Figure 1. Track usage over the die (run 1).
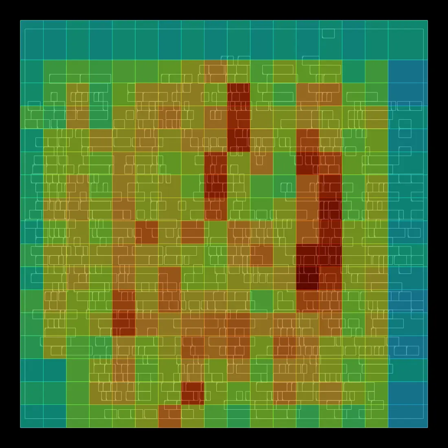
Figure 2. Close-up of the layout (run 1).
Window x 49 to 74, y 24 to 49 um. Cells in gray, sequential cells in the stronger gray; small squares are vias.
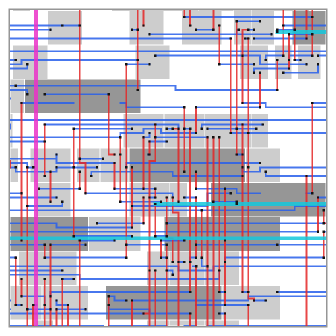
Figure 3. Sequential cells grouped by signal name (run 1).
(2 px per um)
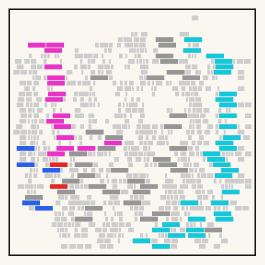
`config.mk`:
```
export PLATFORM = sky130hd
export DESIGN_NAME = mul16_seq
export DESIGN_NICKNAME = d
export VERILOG_FILES = /design/src/rtl/mul16_seq_pkg.sv /design/src/rtl/mul16_seq_mul_step.sv /design/src/rtl/mul16_seq.sv
export SDC_FILE = /design/constraint.sdc
export NUM_CORES = 1
export LEC_CHECK = 0
export CAP_MARGIN = 20
export CORE_UTILIZATION = 39
export CTS_BUF_LIST = sky130_fd_sc_hd__clkbuf_4 sky130_fd_sc_hd__clkbuf_8
export CTS_CLUSTER_SIZE = 28
export DETAILED_ROUTE_END_ITERATION = 12
export PLACE_DENSITY = 0.66
export SLEW_MARGIN = 10
export SYNTH_ARGS = -nofsm -noshare
export SYNTH_HDL_FRONTEND = slang
export SYNTH_SLANG_ARGS = --single-unit
```
`constraint.sdc`:
```
create_clock -name clk -period 2.6 [get_ports clk]
set_input_delay 0.26 -clock clk [delete_from_list [all_inputs] [get_ports clk]]
set_output_delay 0.26 -clock clk [all_outputs]
set_load 0.005 [all_outputs]
```
`src/rtl/mul16_seq_pkg.sv`:
```
// Shared ALU definitions for the sequential multiplier: widths and state encoding.
package mul16_seq_pkg;

    localparam int MUL_W = 16;
    localparam int MUL_CNT_W = $clog2(MUL_W + 1);

    typedef enum logic [1:0] {
        MUL_IDLE = 2'd0,
        MUL_RUN  = 2'd1,
        MUL_FIX  = 2'd2
    } mul_state_t;

endpackage

```
`src/rtl/mul16_seq_mul_step.sv`:
```
// One shift-and-add iteration: conditionally add mag_a to the upper half, then shift right
// with the adder carry entering the MSB.  Kept standalone so a pipelined variant can chain copies.
module mul_step
    import mul16_seq_pkg::*;
#(
    parameter int WIDTH = MUL_W
) (
    input  logic [2*WIDTH-1:0] acc,
    input  logic [WIDTH-1:0]   mag_a,
    output logic [2*WIDTH-1:0] acc_next
);

    logic [WIDTH:0] addend;
    logic [WIDTH:0] sum;

    always_comb begin
        addend   = acc[0] ? {1'b0, mag_a} : '0;
        sum      = {1'b0, acc[2*WIDTH-1:WIDTH]} + addend;
        acc_next = {sum, acc[WIDTH-1:1]};
    end

endmodule

```
`src/rtl/mul16_seq.sv`:
```
// Iterative WIDTH x WIDTH multiplier, unsigned or two's-complement, one multiplier bit per clock.
// Fixed latency: done pulses 17 clocks after the edge that accepts start.
//
//   state    | meaning
//   ---------+------------------------------------------------------------
//   MUL_IDLE | waiting for start; operands captured as magnitudes on accept
//   MUL_RUN  | one add/shift per edge, WIDTH iterations
//   MUL_FIX  | apply result sign, load product, pulse done
module mul16_seq
    import mul16_seq_pkg::*;
#(
    parameter int WIDTH = MUL_W
) (
    input  logic               clk,
    input  logic               rst,
    input  logic               start,
    input  logic               is_signed,
    input  logic [WIDTH-1:0]   a,
    input  logic [WIDTH-1:0]   b,
    output logic               busy,
    output logic               done,
    output logic [2*WIDTH-1:0] product
);

    localparam int CNT_W = $clog2(WIDTH + 1);
    localparam logic [CNT_W-1:0] LAST_ITER = CNT_W'(WIDTH - 1);

    mul_state_t         state;
    logic [2*WIDTH-1:0] acc;
    logic [2*WIDTH-1:0] acc_next;
    logic [WIDTH-1:0]   mag_a;
    logic [WIDTH-1:0]   mag_b_in;
    logic [WIDTH-1:0]   mag_a_in;
    logic [CNT_W-1:0]   count;
    logic               neg;

    // Truncated negation: |0x8000| stays 0x8000 and is then treated as unsigned.
    always_comb begin
        mag_a_in = (is_signed && a[WIDTH-1]) ? (~a + 1'b1) : a;
        mag_b_in = (is_signed && b[WIDTH-1]) ? (~b + 1'b1) : b;
    end

    mul_step #(
        .WIDTH(WIDTH)
    ) u_step (
        .acc     (acc),
        .mag_a   (mag_a),
        .acc_next(acc_next)
    );

    always_ff @(posedge clk or posedge rst) begin
        if (rst) begin
            state   <= MUL_IDLE;
            acc     <= '0;
            mag_a   <= '0;
            count   <= '0;
            neg     <= 1'b0;
            busy    <= 1'b0;
            done    <= 1'b0;
            product <= '0;
        end else begin
            done <= 1'b0;
            case (state)
                MUL_IDLE: begin
                    if (start) begin
                        mag_a <= mag_a_in;
                        acc   <= {{WIDTH{1'b0}}, mag_b_in};
                        neg   <= is_signed & (a[WIDTH-1] ^ b[WIDTH-1]);
                        count <= '0;
                        busy  <= 1'b1;
                        state <= MUL_RUN;
                    end
                end
                MUL_RUN: begin
                    acc   <= acc_next;
                    count <= count + 1'b1;
                    if (count == LAST_ITER) begin
                        state <= MUL_FIX;
                    end
                end
                MUL_FIX: begin
                    product <= neg ? (~acc + 1'b1) : acc;
                    done    <= 1'b1;
                    busy    <= 1'b0;
                    state   <= MUL_IDLE;
                end
                default: begin
                    state <= MUL_IDLE;
                    busy  <= 1'b0;
                end
            endcase
        end
    end

endmodule
```
==> impl_metrics.json, run 1 <==
{
  "routabilityCongestion": 0.909,
  "tightest_slew_ns": 0.771,
  "antenna_cells": 0,
  "placementRows": 43,
  "fin_nets": 761,
  "ys_sh_adder": 0.0501,
  "cts_setup_buffers": 0,
  "ff_type": "dfrtp_1",
  "boundaryPins": 70,
  "switching_power_uw": 3240,
  "finalWirelength_mm": 14.3,
  "power_frac_clock": 0.136,
  "wl_met2_mm": 6.56,
  "core_um2": 14000,
  "top_cells_by_count": "nand2_1 (93), dfrtp_1 (90), o21ai_0 (82), xor2_1 (40), clkbuf_1 (30)",
  "die_h_um": 122,
  "criticalPathCategory": "register to register",
  "synth-warning-count": 0,
  "syn2layout_area_growth_pct": 20.6,
  "htreeDepth": 3,
  "nWellTaps": 180,
  "powerComb_uw": 3720,
  "largest_class": "combinational gates",
  "firstDrtPassIters": 5,
  "finalPower_uw": 7410,
  "hold_viol_final": 0,
  "grt_overflow": 0,
  "cap_violations": 0,
  "final.period_utilization": 0.948,
  "yosys.area_share.simple": 0.195,
  "crit_chain": "buf_4 > and2_1 > ha_1 > a21oi_1 > o21ai_1 > a31oi_1 > mux2i_1 > a221o_1",
  "fmax_mhz": 406,
  "final-clk-cell-share": 0.0304,
  "buffer_area_frac": 0.124,
  "syn_area_per_cell_um2": 8.80,
  "combPwrFrac": 0.502,
  "top_power_group": "combinational logic",
  "signal_buffers": 85,
  "warnings": 26,
  "logic_gate_count": 497,
  "ff_count": 90,
  "cts_root_buffer": "clkbuf_8",
  "power.ir.vdd_worst_v": 0.000510,
  "p_sw_frac": 0.437,
  "crit_required_ns": 2.87,
  "worstReg2RegStart": "acc[0]",
  "port-buffer-count": 69,
  "slew_headroom": 0.486,
  "num-clock-buffers": 11,
  "die_w_um": 122,
  "yosys_cells": 641,
  "synth_area_um2": 5640,
  "pg_clk_uw": 1010,
  "grt_antenna_before_repair": 0,
  "comb_area_um2": 3200,
  "top_cell_area_share": 0.399,
  "end_kind": "register",
  "drv_slew": 0,
  "post-synth-top-count-cell": "nand2_1",
  "n_fill_cell": 1329,
  "drt_iter0_markers": 277,
  "synthAoiAreaFrac": 0.213,
  "layout.cells.most_common": "nand2_1",
  "yosysChipArea_um2": 5640,
  "cts_tree": "yes",
  "fin_crit_ns": 2.47,
  "p_int_uw": 4170,
  "detail-route-antenna-nets": 0,
  "num_vias": 4980,
  "place_hpwl_mm": 11.1,
  "synth_flops": 90,
  "synth.comb.largest_family": "AND-OR/OR-AND gates",
  "power_leakage_uw": 0.00287,
  "inv_count": 20,
  "clk_pin_slew_ns": 0.10,
  "post_cts_resized": 0,
  "r2r-end": "acc[26]",
  "highest_layer": "met4",
  "final-setup-viol-count": 0,
  "power_frac_seq": 0.362,
  "clk_path_buf_depth": 2,
  "crit_start": "acc[0]",
  "cp_slowest_cell": "a31oi_1",
  "ys_seq_frac": 0.399,
  "grt_use_met3": 0.0311,
  "grt_setup_unrepaired": "no",
  "r2r_slack_ns": 0.13,
  "cp-start-kind": "register",
  "grt_pass1_wl_mm": 23.7,
  "clkSinkCount": 90,
  "comb_share": 0.470,
  "tns_ns": 0,
  "crit_end": "acc[26]",
  "topCellsByArea": "dfrtp_1 (40%), o21ai_0 (7.3%), xor2_1 (6.2%)",
  "crit_path_max_incr_delay_ns": 0.39,
  "p_per_area_nw_per_um2": 1090,
  "synthCells": 641,
  "grt_max_degree": 66,
  "status": "finished clean",
  "path_max_fanout": 17,
  "final_cell_mix": "nand2_1 (93), dfrtp_1 (89), o21ai_0 (82)",
  "grt_pass1_vias": 4749,
  "die_area_um2": 14900,
  "largest_registers": "acc x32, product x32, mag_a x16",
  "edf_count": 0,
  "critical_path_arrival_ns": 2.73,
  "numCtsBuffers": 9,
  "syn_nets": 699,
  "rr_worst_depth": 8,
  "met1_length_mm": 6.87,
  "grtUsageTotal": 0.204,
  "ys_sh_mux": 0.0109
}
-- Figure 1 (at the start) --
gr busiest metal: met2
fin util: 0.486
GRT met1 Usage: 0.287
Routed wire per std cell: 16.2 um
GR Layer Usage met2: 0.315

-- Figure 2 (at the start) --
red -> M2
magenta -> M4
blue -> M1
cyan -> M3
netlist names of flops here include = `acc` (6)
cells with their middle in the window = 35
most frequent = dfrtp_1 (6), buf_4 (6)
sequential cells in the window = 6

-- Figure 3 (at the start) --
magenta -> `mag_a`  # flops 16
red -> `state`  # flops 2
blue -> `count`  # flops 5
cyan -> `product`  # flops 32, where a vertical strip on the right
not colored = 35
Power Sequential: 2680 uW
Register Area: 2250 um2
Seq area share: 0.331

## run 1: worst max-delay path, delay by kind of cell (launching register included)
kind | cells | cell delay (ns)
fa+ha+maj | 1 | 0.34
buf+inv | 1 | 0.18
compound gates | 4 | 1.12
flops | 1 | 0.38
mux | 1 | 0.13
simple gates | 1 | 0.19
## run 1: through the flow
step / std cells / setup WS (ns) / utilization / area [um2] / hold slack, ns
after floorplan: 641 / 0.00474 / - / 5640 / 0.388
after global placement: 871 / 0.103 / 0.469 / 6560 / 0.460
after detailed placement: 871 / 0.161 / 0.469 / 6560 / 0.470
after CTS: 887 / 0.136 / 0.483 / 6760 / 0.237
after global routing: 888 / 0.00791 / 0.486 / 6800 / 0.273
final: 888 / 0.135 / 0.486 / 6800 / 0.219
--- run 2 (diff from run 1) ---
Settings changed: SLEW_MARGIN 10 to 20.
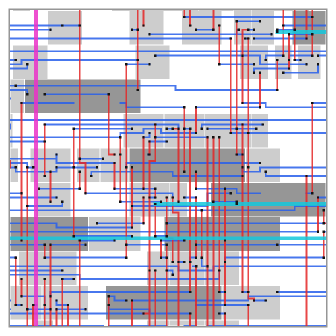
Figure 4: run 2, close-up of the layout.
Window x 49 to 74, y 24 to 49 um. Cells in gray, sequential cells in the stronger gray; small squares are vias.
cyan -> M3
red -> M2
blue -> M1
magenta -> M4
sequential cells in the window = 6
netlist names of flops here include = `acc` (6)
cells with their middle in the window = 35
most frequent = dfrtp_1 (6), buf_4 (6)

==> run 2 against run 1 <==
Effect of this change: first-iteration DRC count unchanged; via count unchanged; global-route usage unchanged; register-to-register slack about the same.
==> impl_metrics.json, run 2 <==
{
  "wl_per_cell_um": 16.2,
  "core_um2": 14000,
  "final-seq-area_um2": 2250,
  "fin_crit_ns": 2.47,
  "largest_registers": "acc x32, product x32, mag_a x16",
  "hold_buffers": 0,
  "initCoreUtil": 0.403,
  "cts_tree": "yes",
  "slew_headroom": 0.486,
  "fmax_mhz": 406,
  "clkSinkCount": 90,
  "dpl_cell_area_um2": 6560,
  "syn_nets": 699,
  "tns_ns": 0,
  "ff_type": "dfrtp_1",
  "grt.met1_usage": 0.287,
  "top_cell_area_share": 0.399,
  "die_h_um": 122,
  "post_cts_resized": 0,
  "use_met2": 0.315,
  "fin_nets": 761,
  "cts_root_buffer": "clkbuf_8",
  "htreeDepth": 3,
  "synth_flops": 90,
  "criticalPathCategory": "register to register",
  "yosysChipArea_um2": 5640,
  "critical_path_arrival_ns": 2.73,
  "ys_seq_frac": 0.399,
  "crit_path_max_incr_delay_ns": 0.39,
  "grt_overflow": 0,
  "cp-start-kind": "register",
  "p_sw_frac": 0.437,
  "layout_setup_ws_ns": 0.135,
  "final-setup-viol-count": 0,
  "end_kind": "register",
  "finalInstanceArea_um2": 6800,
  "ys_sh_adder": 0.0501,
  "placementRows": 43,
  "power_leakage_uw": 0.00287,
  "top_power_group": "combinational logic",
  "power_frac_clock": 0.136,
  "clk_pin_slew_ns": 0.10,
  "dp_cells": 871,
  "clk_path_buf_depth": 2,
  "ys_sh_mux": 0.0109,
  "grt.busiest_layer": "met2",
  "pg_clk_uw": 1010,
  "ys_types": 62,
  "hold_viol_final": 0,
  "place_ws_ns": 0.161,
  "switching_power_uw": 3240,
  "syn_area_per_cell_um2": 8.80,
  "cts_setup_buffers": 0,
  "via_per_inst": 5.61,
  "clock.latency.late_pin_ns": 0.39,
  "topCellsByArea": "dfrtp_1 (40%), o21ai_0 (7.3%), xor2_1 (6.2%)",
  "final_cell_mix": "nand2_1 (93), dfrtp_1 (89), o21ai_0 (82)",
  "fin_skew_ns": 0.0185,
  "cp_slowest_cell": "a31oi_1",
  "place_hpwl_mm": 11.1,
  "grt_antenna_before_repair": 0,
  "boundaryPins": 70,
  "num_vias": 4980,
  "port-buffer-count": 69,
  "yosys_cells": 641,
  "top_cells_by_count": "nand2_1 (93), dfrtp_1 (90), o21ai_0 (82), xor2_1 (40), clkbuf_1 (30)",
  "crit_required_ns": 2.87,
  "syn2layout_area_growth_pct": 20.6,
  "tightest_slew_ns": 0.771,
  "grt_pass1_wl_mm": 23.7,
  "powerComb_uw": 3720,
  "synth_xor_xnor_area_share": 0.0963,
  "fin_hold_ws_ns": 0.219,
  "yosys.area_share.simple": 0.195,
  "die_w_um": 122,
  "detail-route-antenna-nets": 0,
  "cpLargestDelayFamily": "AND-OR/OR-AND gates",
  "synth.comb.largest_family": "AND-OR/OR-AND gates",
  "cap_violations": 0,
  "status": "finished clean",
  "comb_area_um2": 3200,
  "drive_above_1_share": 0.0734,
  "synthCells": 641,
  "edf_count": 0,
  "synthAoiAreaFrac": 0.213,
  "p_int_uw": 4170,
  "fin_util": 0.486,
  "drv_slew": 0,
  "warnings": 26,
  "drt_iter0_markers": 277,
  "routabilityCongestion": 0.909,
  "firstDrtPassIters": 5,
  "seq_power_uw": 2680,
  "finalPower_uw": 7410,
  "synth_area_um2": 5640,
  "antenna_cells": 0,
  "final.period_utilization": 0.948,
  "finalWirelength_mm": 14.3,
  "die_area_um2": 14900,
  "top_area_cell": "dfrtp_1",
  "power_frac_seq": 0.362,
  "grtUsageTotal": 0.204,
  "grt_setup_unrepaired": "no",
  "grt_use_met3": 0.0311,
  "synth-warning-count": 0,
  "cp.buffers_inverters": 1,
  "grt_max_degree": 66,
  "crit_chain": "buf_4 > and2_1 > ha_1 > a21oi_1 > o21ai_1 > a31oi_1 > mux2i_1 > a221o_1",
  "n_fill_cell": 1329,
  "combPwrFrac": 0.502,
  "numCtsBuffers": 9,
  "synthArstFlopShare": 1.00,
  "hp-class": "input port to asynchronous set/reset pin",
  "drcViolationCount": 0,
  "path_max_fanout": 17,
  "post-synth-top-count-cell": "nand2_1",
  "power.ir.vdd_worst_v": 0.000510,
  "p_per_area_nw_per_um2": 1090,
  "grt_pass1_vias": 4749
}
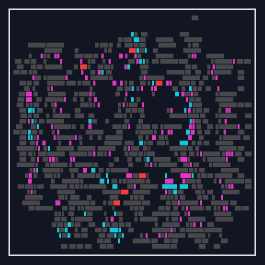
Figure 5: run 2, gate-type map.
(2 px per um)
red -> mux cells  # cells 6, most used mux2i_1
magenta -> nand cells  # cells 122, most used nand2_1
cyan -> nor cells  # cells 53, most used nor2_1, where all over the die
Commonest Layout Cell: nand2_1
non-filler cells, final: 888

## run 2: path summary, 6_finish.rpt
check | startpoint | endpoint | slack (ns) | cells after the start
min | rst | product[10] | 0.22 | 2
max in group asynchronous | rst | mag_a[6] | 1.68 | 3
min reg2reg | mag_a[3] | mag_a[3] | 0.48 | 2
max | acc[0] | acc[26] | 0.13 | 8
min in group clk | mag_a[3] | mag_a[3] | 0.48 | 2
max reg2reg | acc[0] | acc[26] | 0.13 | 8
## run 2: area by class of cell
cell class                 instances  share of cell area
clock buffer                      11              0.0213
clock inverter                     5             0.00902
inverter                          20              0.0112
multi-input combinational        497               0.470
sequential                        90               0.331
tap                              180              0.0331
timing repair buffer              85               0.124
## run 2: routing by layer
layer  wire [um]  part of all wire
met5           0                 0
met4         178             0.012
met3         735             0.051
met2        6560              0.46
met1        6870              0.48
Power is estimated from default activity; no workload was simulated.
